<file path="src/rtl/img_bounce_ctrl_pkg.sv">
// Shared definitions for the image-overlay scheduler and the video display stage:
// raster/window defaults, field widths, border palette and the scheduler state encoding.
package img_bounce_ctrl_pkg;

   localparam int unsigned H_DISP_DEF     = 800;
   localparam int unsigned V_DISP_DEF     = 600;
   localparam int unsigned IMG_WIDTH_DEF  = 256;
   localparam int unsigned IMG_HEIGHT_DEF = 256;

   localparam int unsigned POS_W   = 11;
   localparam int unsigned CALC_W  = 12;
   localparam int unsigned COLOR_W = 24;
   localparam int unsigned CNT_W   = 8;
   localparam int unsigned PAL_W   = 2;

   localparam logic [COLOR_W-1:0] PAL_RED    = 24'hFF0000;
   localparam logic [COLOR_W-1:0] PAL_GREEN  = 24'h00FF00;
   localparam logic [COLOR_W-1:0] PAL_BLUE   = 24'h0000FF;
   localparam logic [COLOR_W-1:0] PAL_YELLOW = 24'hFFFF00;

   typedef enum logic [1:0] {
      ST_CENTER = 2'd0,
      ST_RUN    = 2'd1,
      ST_PAUSE  = 2'd2
   } state_t;

   // Border colour for a palette index.
   function automatic logic [COLOR_W-1:0] palette_color(input logic [PAL_W-1:0] idx);
      logic [COLOR_W-1:0] c;
      case (idx)
         2'd0:    c = PAL_RED;
         2'd1:    c = PAL_GREEN;
         2'd2:    c = PAL_BLUE;
         default: c = PAL_YELLOW;
      endcase
      return c;
   endfunction

endpackage

</file>
<file path="src/rtl/bounce_axis.sv">
// One axis of the bouncing window origin.
// Ports: pixel_clk/sys_rst_n (clock, async active-low reset), i_advance (move one
// step this cycle), o_pos (registered origin), o_dir_neg (registered direction,
// 1 = moving toward 0), o_hit_c (combinational: this advance flips direction).
module bounce_axis
   import img_bounce_ctrl_pkg::*;
#(
   parameter int unsigned STEP    = 2,
   parameter int unsigned LIMIT   = 544,
   parameter int unsigned RST_VAL = 272
) (
   input  logic             pixel_clk,
   input  logic             sys_rst_n,
   input  logic             i_advance,
   output logic [POS_W-1:0] o_pos,
   output logic             o_dir_neg,
   output logic             o_hit_c
);

   logic [POS_W-1:0]         r_pos;
   logic                     r_dir_neg;
   logic [POS_W-1:0]         w_pos_nxt;
   logic                     w_dir_nxt;
   logic signed [CALC_W-1:0] w_nx;

   // Candidate position; clamps and flips when it reaches or passes an edge.
   always_comb begin
      w_pos_nxt = r_pos;
      w_dir_nxt = r_dir_neg;
      o_hit_c   = 1'b0;
      if (r_dir_neg)
         w_nx = signed'(CALC_W'(r_pos)) - signed'(CALC_W'(STEP));
      else
         w_nx = signed'(CALC_W'(r_pos)) + signed'(CALC_W'(STEP));
      if (i_advance) begin
         if (!r_dir_neg && (w_nx >= signed'(CALC_W'(LIMIT)))) begin
            w_pos_nxt = POS_W'(LIMIT);
            w_dir_nxt = 1'b1;
            o_hit_c   = 1'b1;
         end else if (r_dir_neg && (w_nx[CALC_W-1] || (w_nx == CALC_W'(0)))) begin
            w_pos_nxt = '0;
            w_dir_nxt = 1'b0;
            o_hit_c   = 1'b1;
         end else begin
            w_pos_nxt = POS_W'(w_nx);
         end
      end
   end

   // Position and direction registers.
   always_ff @(posedge pixel_clk or negedge sys_rst_n) begin
      if (!sys_rst_n) begin
         r_pos     <= POS_W'(RST_VAL);
         r_dir_neg <= 1'b0;
      end else begin
         r_pos     <= w_pos_nxt;
         r_dir_neg <= w_dir_nxt;
      end
   end

   assign o_pos     = r_pos;
   assign o_dir_neg = r_dir_neg;

endmodule

</file>
<file path="src/rtl/img_bounce_ctrl.sv">
// Frame-level scheduler for the image-overlay window: moves the 256x256 window
// origin once per frame (at the last active pixel), bouncing off the raster edges,
// and cycles the border colour on every edge hit. Free-run / pause / single step.
// Ports: pixel_clk, sys_rst_n (async active-low); pixel_xpos/pixel_ypos (raster
// position); run_en (free-run level); step_req (step pulse); step_ack (step applied);
// frame_done (frame boundary seen); img_x_start/img_y_start (window origin);
// border_color (RGB888); bounce_cnt (edge hits, wrapping).
module img_bounce_ctrl
   import img_bounce_ctrl_pkg::*;
#(
   parameter int unsigned H_DISP     = H_DISP_DEF,
   parameter int unsigned V_DISP     = V_DISP_DEF,
   parameter int unsigned IMG_WIDTH  = IMG_WIDTH_DEF,
   parameter int unsigned IMG_HEIGHT = IMG_HEIGHT_DEF,
   parameter int unsigned DX         = 2,
   parameter int unsigned DY         = 1
) (
   input  logic               pixel_clk,
   input  logic               sys_rst_n,
   input  logic [POS_W-1:0]   pixel_xpos,
   input  logic [POS_W-1:0]   pixel_ypos,
   input  logic               run_en,
   input  logic               step_req,
   output logic               step_ack,
   output logic               frame_done,
   output logic [POS_W-1:0]   img_x_start,
   output logic [POS_W-1:0]   img_y_start,
   output logic [COLOR_W-1:0] border_color,
   output logic [CNT_W-1:0]   bounce_cnt
);

   localparam int unsigned MAX_X = H_DISP - IMG_WIDTH;
   localparam int unsigned MAX_Y = V_DISP - IMG_HEIGHT;
   localparam int unsigned RST_X = MAX_X / 2;
   localparam int unsigned RST_Y = MAX_Y / 2;

   state_t             r_state;
   state_t             w_state_nxt;
   logic               r_pending;
   logic               w_pending_nxt;
   logic               w_pend_eff;
   logic               w_fb;
   logic               w_advance;
   logic               w_ack_nxt;
   logic               r_step_ack;
   logic               r_frame_done;
   logic [PAL_W-1:0]   r_pal_idx;
   logic [PAL_W-1:0]   w_pal_inc;
   logic [COLOR_W-1:0] r_border;
   logic [CNT_W-1:0]   r_bounce_cnt;
   logic               w_x_hit_c;
   logic               w_y_hit_c;
   logic               w_hit_c;
   logic               w_x_dir_neg;
   logic               w_y_dir_neg;
   logic               w_unused;

   // Last active pixel of the frame.
   assign w_fb = (pixel_xpos == POS_W'(H_DISP - 1)) && (pixel_ypos == POS_W'(V_DISP - 1));

   // A request in the boundary cycle itself still counts for this boundary.
   assign w_pend_eff = r_pending | step_req;

   // State register.
   always_ff @(posedge pixel_clk or negedge sys_rst_n) begin
      if (!sys_rst_n) r_state <= ST_CENTER;
      else            r_state <= w_state_nxt;
   end

   // Next state, step bookkeeping and advance strobe; everything moves only at FB.
   // While running, a pending step is dropped silently: the run advance covers it.
   always_comb begin
      w_state_nxt   = r_state;
      w_pending_nxt = w_pend_eff;
      w_advance     = 1'b0;
      w_ack_nxt     = 1'b0;
      if (w_fb) begin
         w_pending_nxt = 1'b0;
         unique case (r_state)
            ST_RUN: begin
               w_advance = run_en;
               if (!run_en) w_state_nxt = ST_PAUSE;
            end
            ST_CENTER, ST_PAUSE: begin
               w_advance = run_en | w_pend_eff;
               w_ack_nxt = w_pend_eff;
               if (run_en)          w_state_nxt = ST_RUN;
               else if (w_pend_eff) w_state_nxt = ST_PAUSE;
            end
            default: w_state_nxt = ST_CENTER;
         endcase
      end
   end

   bounce_axis #(
      .STEP    (DX),
      .LIMIT   (MAX_X),
      .RST_VAL (RST_X)
   ) u_axis_x (
      .pixel_clk (pixel_clk),
      .sys_rst_n (sys_rst_n),
      .i_advance (w_advance),
      .o_pos     (img_x_start),
      .o_dir_neg (w_x_dir_neg),
      .o_hit_c   (w_x_hit_c)
   );

   bounce_axis #(
      .STEP    (DY),
      .LIMIT   (MAX_Y),
      .RST_VAL (RST_Y)
   ) u_axis_y (
      .pixel_clk (pixel_clk),
      .sys_rst_n (sys_rst_n),
      .i_advance (w_advance),
      .o_pos     (img_y_start),
      .o_dir_neg (w_y_dir_neg),
      .o_hit_c   (w_y_hit_c)
   );

   // Direction is only needed inside the axes.
   assign w_unused = w_x_dir_neg ^ w_y_dir_neg;

   // A corner hit counts once.
   assign w_hit_c   = w_x_hit_c | w_y_hit_c;
   assign w_pal_inc = r_pal_idx + PAL_W'(1);

   // Pulses, pending flag, palette and hit counter.
   always_ff @(posedge pixel_clk or negedge sys_rst_n) begin
      if (!sys_rst_n) begin
         r_step_ack   <= 1'b0;
         r_frame_done <= 1'b0;
         r_pending    <= 1'b0;
         r_pal_idx    <= '0;
         r_border     <= PAL_RED;
         r_bounce_cnt <= '0;
      end else begin
         r_step_ack   <= w_ack_nxt;
         r_frame_done <= w_fb;
         r_pending    <= w_pending_nxt;
         if (w_hit_c) begin
            r_pal_idx    <= w_pal_inc;
            r_border     <= palette_color(w_pal_inc);
            r_bounce_cnt <= r_bounce_cnt + CNT_W'(1);
         end
      end
   end

   assign step_ack     = r_step_ack;
   assign frame_done   = r_frame_done;
   assign border_color = r_border;
   assign bounce_cnt   = r_bounce_cnt;

endmodule

</file>
<file path="config.mk">
export PLATFORM = sky130hd
export DESIGN_NAME = img_bounce_ctrl
export DESIGN_NICKNAME = d
export VERILOG_FILES = /design/src/rtl/img_bounce_ctrl_pkg.sv /design/src/rtl/bounce_axis.sv /design/src/rtl/img_bounce_ctrl.sv
export SDC_FILE = /design/constraint.sdc
export NUM_CORES = 1
export LEC_CHECK = 0
export CAP_MARGIN = 30
export CORE_MARGIN = 5
export CORE_UTILIZATION = 35
export CTS_CLUSTER_DIAMETER = 40
export DETAILED_ROUTE_END_ITERATION = 12
export SKIP_CTS_REPAIR_TIMING = 1
export SKIP_LAST_GASP = 1
export SYNTH_ARGS = -nofsm -noshare
export SYNTH_HDL_FRONTEND = slang
export SYNTH_SLANG_ARGS = --single-unit
</file>
<file path="constraint.sdc">
create_clock -name pixel_clk -period 2.9 [get_ports pixel_clk]
set_input_delay 0.435 -clock pixel_clk [delete_from_list [all_inputs] [get_ports pixel_clk]]
set_output_delay 0.435 -clock pixel_clk [all_outputs]
set_load 0.01 [all_outputs]
</file>
==> images/by_instance.png <==
Other sequential cells in the stronger gray, the rest of the logic in the fainter gray.
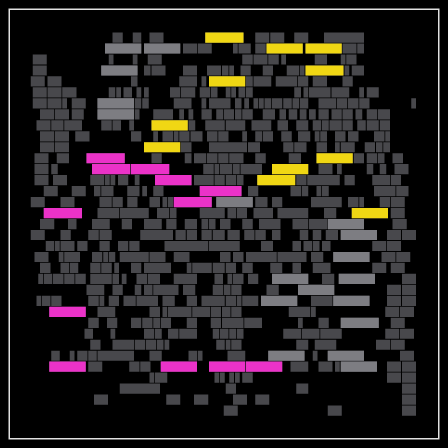
| scope | color | sequential cells |
|---|---|---|
| u_axis_x | yellow | 11 |
| u_axis_y | magenta | 12 |
not colored: 18
non-filler cells in the finished layout: 628
die area: 11300 µm²

==> images/clk_routes.png <==
Scale bar: 20 µm.
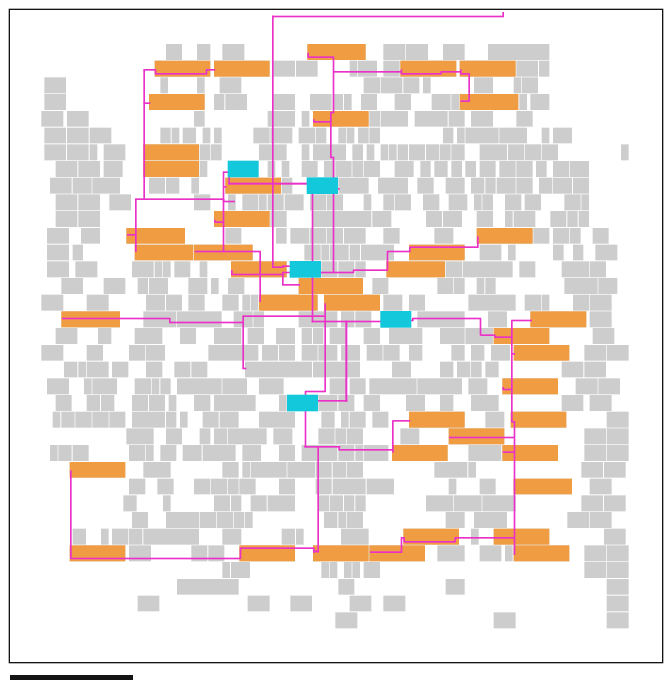
[clock wires] magenta | length: 664 µm
[flip-flops] orange | count: 41
[clock drivers] cyan | count: 5
routed clock nets: 6
clock latency reported for the late side of the worst-skew pair: 0.30 ns
Clock Power: 0.496 mW
Clock Skew: 0.0187 ns

==> ds_physical_params.txt <==
Characteristics after synthesis and place and route

Parameter                              Value

Floorplan
  Area of the core .................. 9110 µm²
  Die outline height .................. 106 µm
  Die width .................. 106 µm
  Tap cells .................. 111
  Effective utilization at floorplan .................. 35.5%
  Number of rows in the core area .................. 35

STA
  Fraction of the cycle the final worst path needs .................. 105%
  RSZ-0062 raised after global routing .................. true
  Maximum achievable frequency .................. 330 MHz
  Endpoints failing setup .................. 17
  Slew at the pin closest to its max-slew limit .................. 0.503 ns
  Final worst-path setup slack .................. -0.134 ns

Status
  Failing checks .................. negative setup slack
  Status .................. finished, violations left

Global routing
  Met1 layer usage reported by global route .................. 20.1%
  Via count of the first global-routing pass .................. 3254
  Total global routing overflow .................. 0
  Global-route wire length before repair .................. 14900 µm
  Antenna violations before repair .................. 0
  Global Route met2 Usage .................. 28.1%

Routing
  Number of DRC violations after detailed routing .................. 0
  Highest routed metal layer .................. met4
  Number of DRC markers in iteration 0 .................. 114
  Met2 wirelength from detailed routing .................. 4570 µm
  Router iterations before antenna repair .................. 4

Synthesis
  Synth Instances .................. 362
  Count of library flops with an enable pin .................. 0
  Cell count listed in synth_stat.txt .................. 362
  Share of synthesized cell area in and, or, nand and nor gates .................. 21.0%
  Post-synthesis sequential area ratio .................. 32.0%
  Top-area cell share .................. 26.3%
  Most area-hungry cell type in the Yosys netlist .................. dfrtp_1
  Most common cell in the netlist .................. nand2_1
  Post-synth top cells .................. nand2_1 (36), dfrtp_1 (34), ha_1 (24), buf_4 (22), o21ai_0 (22)
  Synthesized cell area .................. 3230 µm²
  Mapped Avg Cell Area .................. 8.93 µm²
  Cell variety after synth .................. 65
  Warnings, synthesis .................. 0
  Compound Share, Synth .................. 21.7%
  Synth flops .................. 41

Clocking
  Maximum buffer depth of the clock tree .................. 2
  Inserted Clock Buffers .................. 5
  Buffer cell driving the clock tree root .................. clkbuf_8
  Number of clock sinks .................. 41

Finish
  Flip-flops .................. 41
  Non-clock buffering overhead in the final layout .................. 30.7%
  Mi-comb count .................. 278
  Gate Area .................. 2240 µm²
  Signed area change from the synthesized netlist to the final layout .................. 59.8%
  Total non-filler cell area in the finished layout .................. 5170 µm²
  Non-clock inverter count in the final layout .................. 11
  Share of cell area taken by multi-input logic gates .................. 43.4%
  Flop share of the area .................. 20.2%
  Most frequent cells in the layout .................. buf_4 (94), clkdlybuf4s50_1 (79), nand2_1 (35)
  Flip-flop count of the largest register, all copies and words added .................. 11
  Utilization after layout .................. 56.7%
  Final net count .................. 568
  Fillers .................. 822

Pwr
  Seq pwr .................. 0.572 mW
  Share of total power in sequential cells .................. 51.0%
  Design Power .................. 1.12 mW
  Power in combinational cells .................. 0.0536 mW
  Net Sw Frac .................. 20.8%
  Power density over the cells .................. 217 nW/µm²

Critical path
  Cells along the critical path .................. buf_8, ha_4, a2111oi_4, o21ai_2, a41oi_2, xnor2_2, or2_4, o21a_1, o31ai_4, buf_12, mux2_4
  Critical R2R Capture .................. r_pal_idx[1]$_DFFE_PN0P_
  Kind of start point of the critical path .................. flip-flop
  Buf+Inv Stages, Crit Path .................. 2
  Critical Path Sink .................. r_pal_idx[1]$_DFFE_PN0P_
  CP max FO .................. 8
  Cell type of the slowest stage on the worst timing path .................. dfrtp_4
  Top delay family on crit path .................. AND-OR/OR-AND gates
  Critical path arrival .................. 3.21 ns
  Worst Reg2Reg Path Length in Cells .................. 11

Placed design
  HPWL Detailed .................. 7080 µm
  Instance area after placement .................. 4710 µm²
==> images/wires.png <==
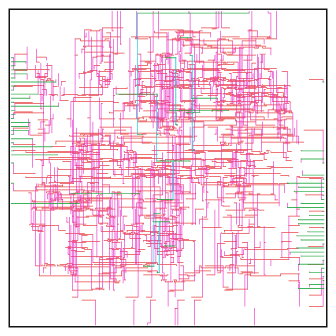
| layer | color | wire length |
|---|---|---|
| metal 2 | magenta | 4570 µm |
| metal 3 | green | 475 µm |
| metal 1 | red | 4190 µm |
| metal 4 | cyan | 165 µm |
via count of the routed design: 3245
final WL: 9400 µm
total global routing track utilization: 16.0%
final routed wire length divided by cell count: 15.0 µm

Power is estimated from default activity; no workload was simulated.
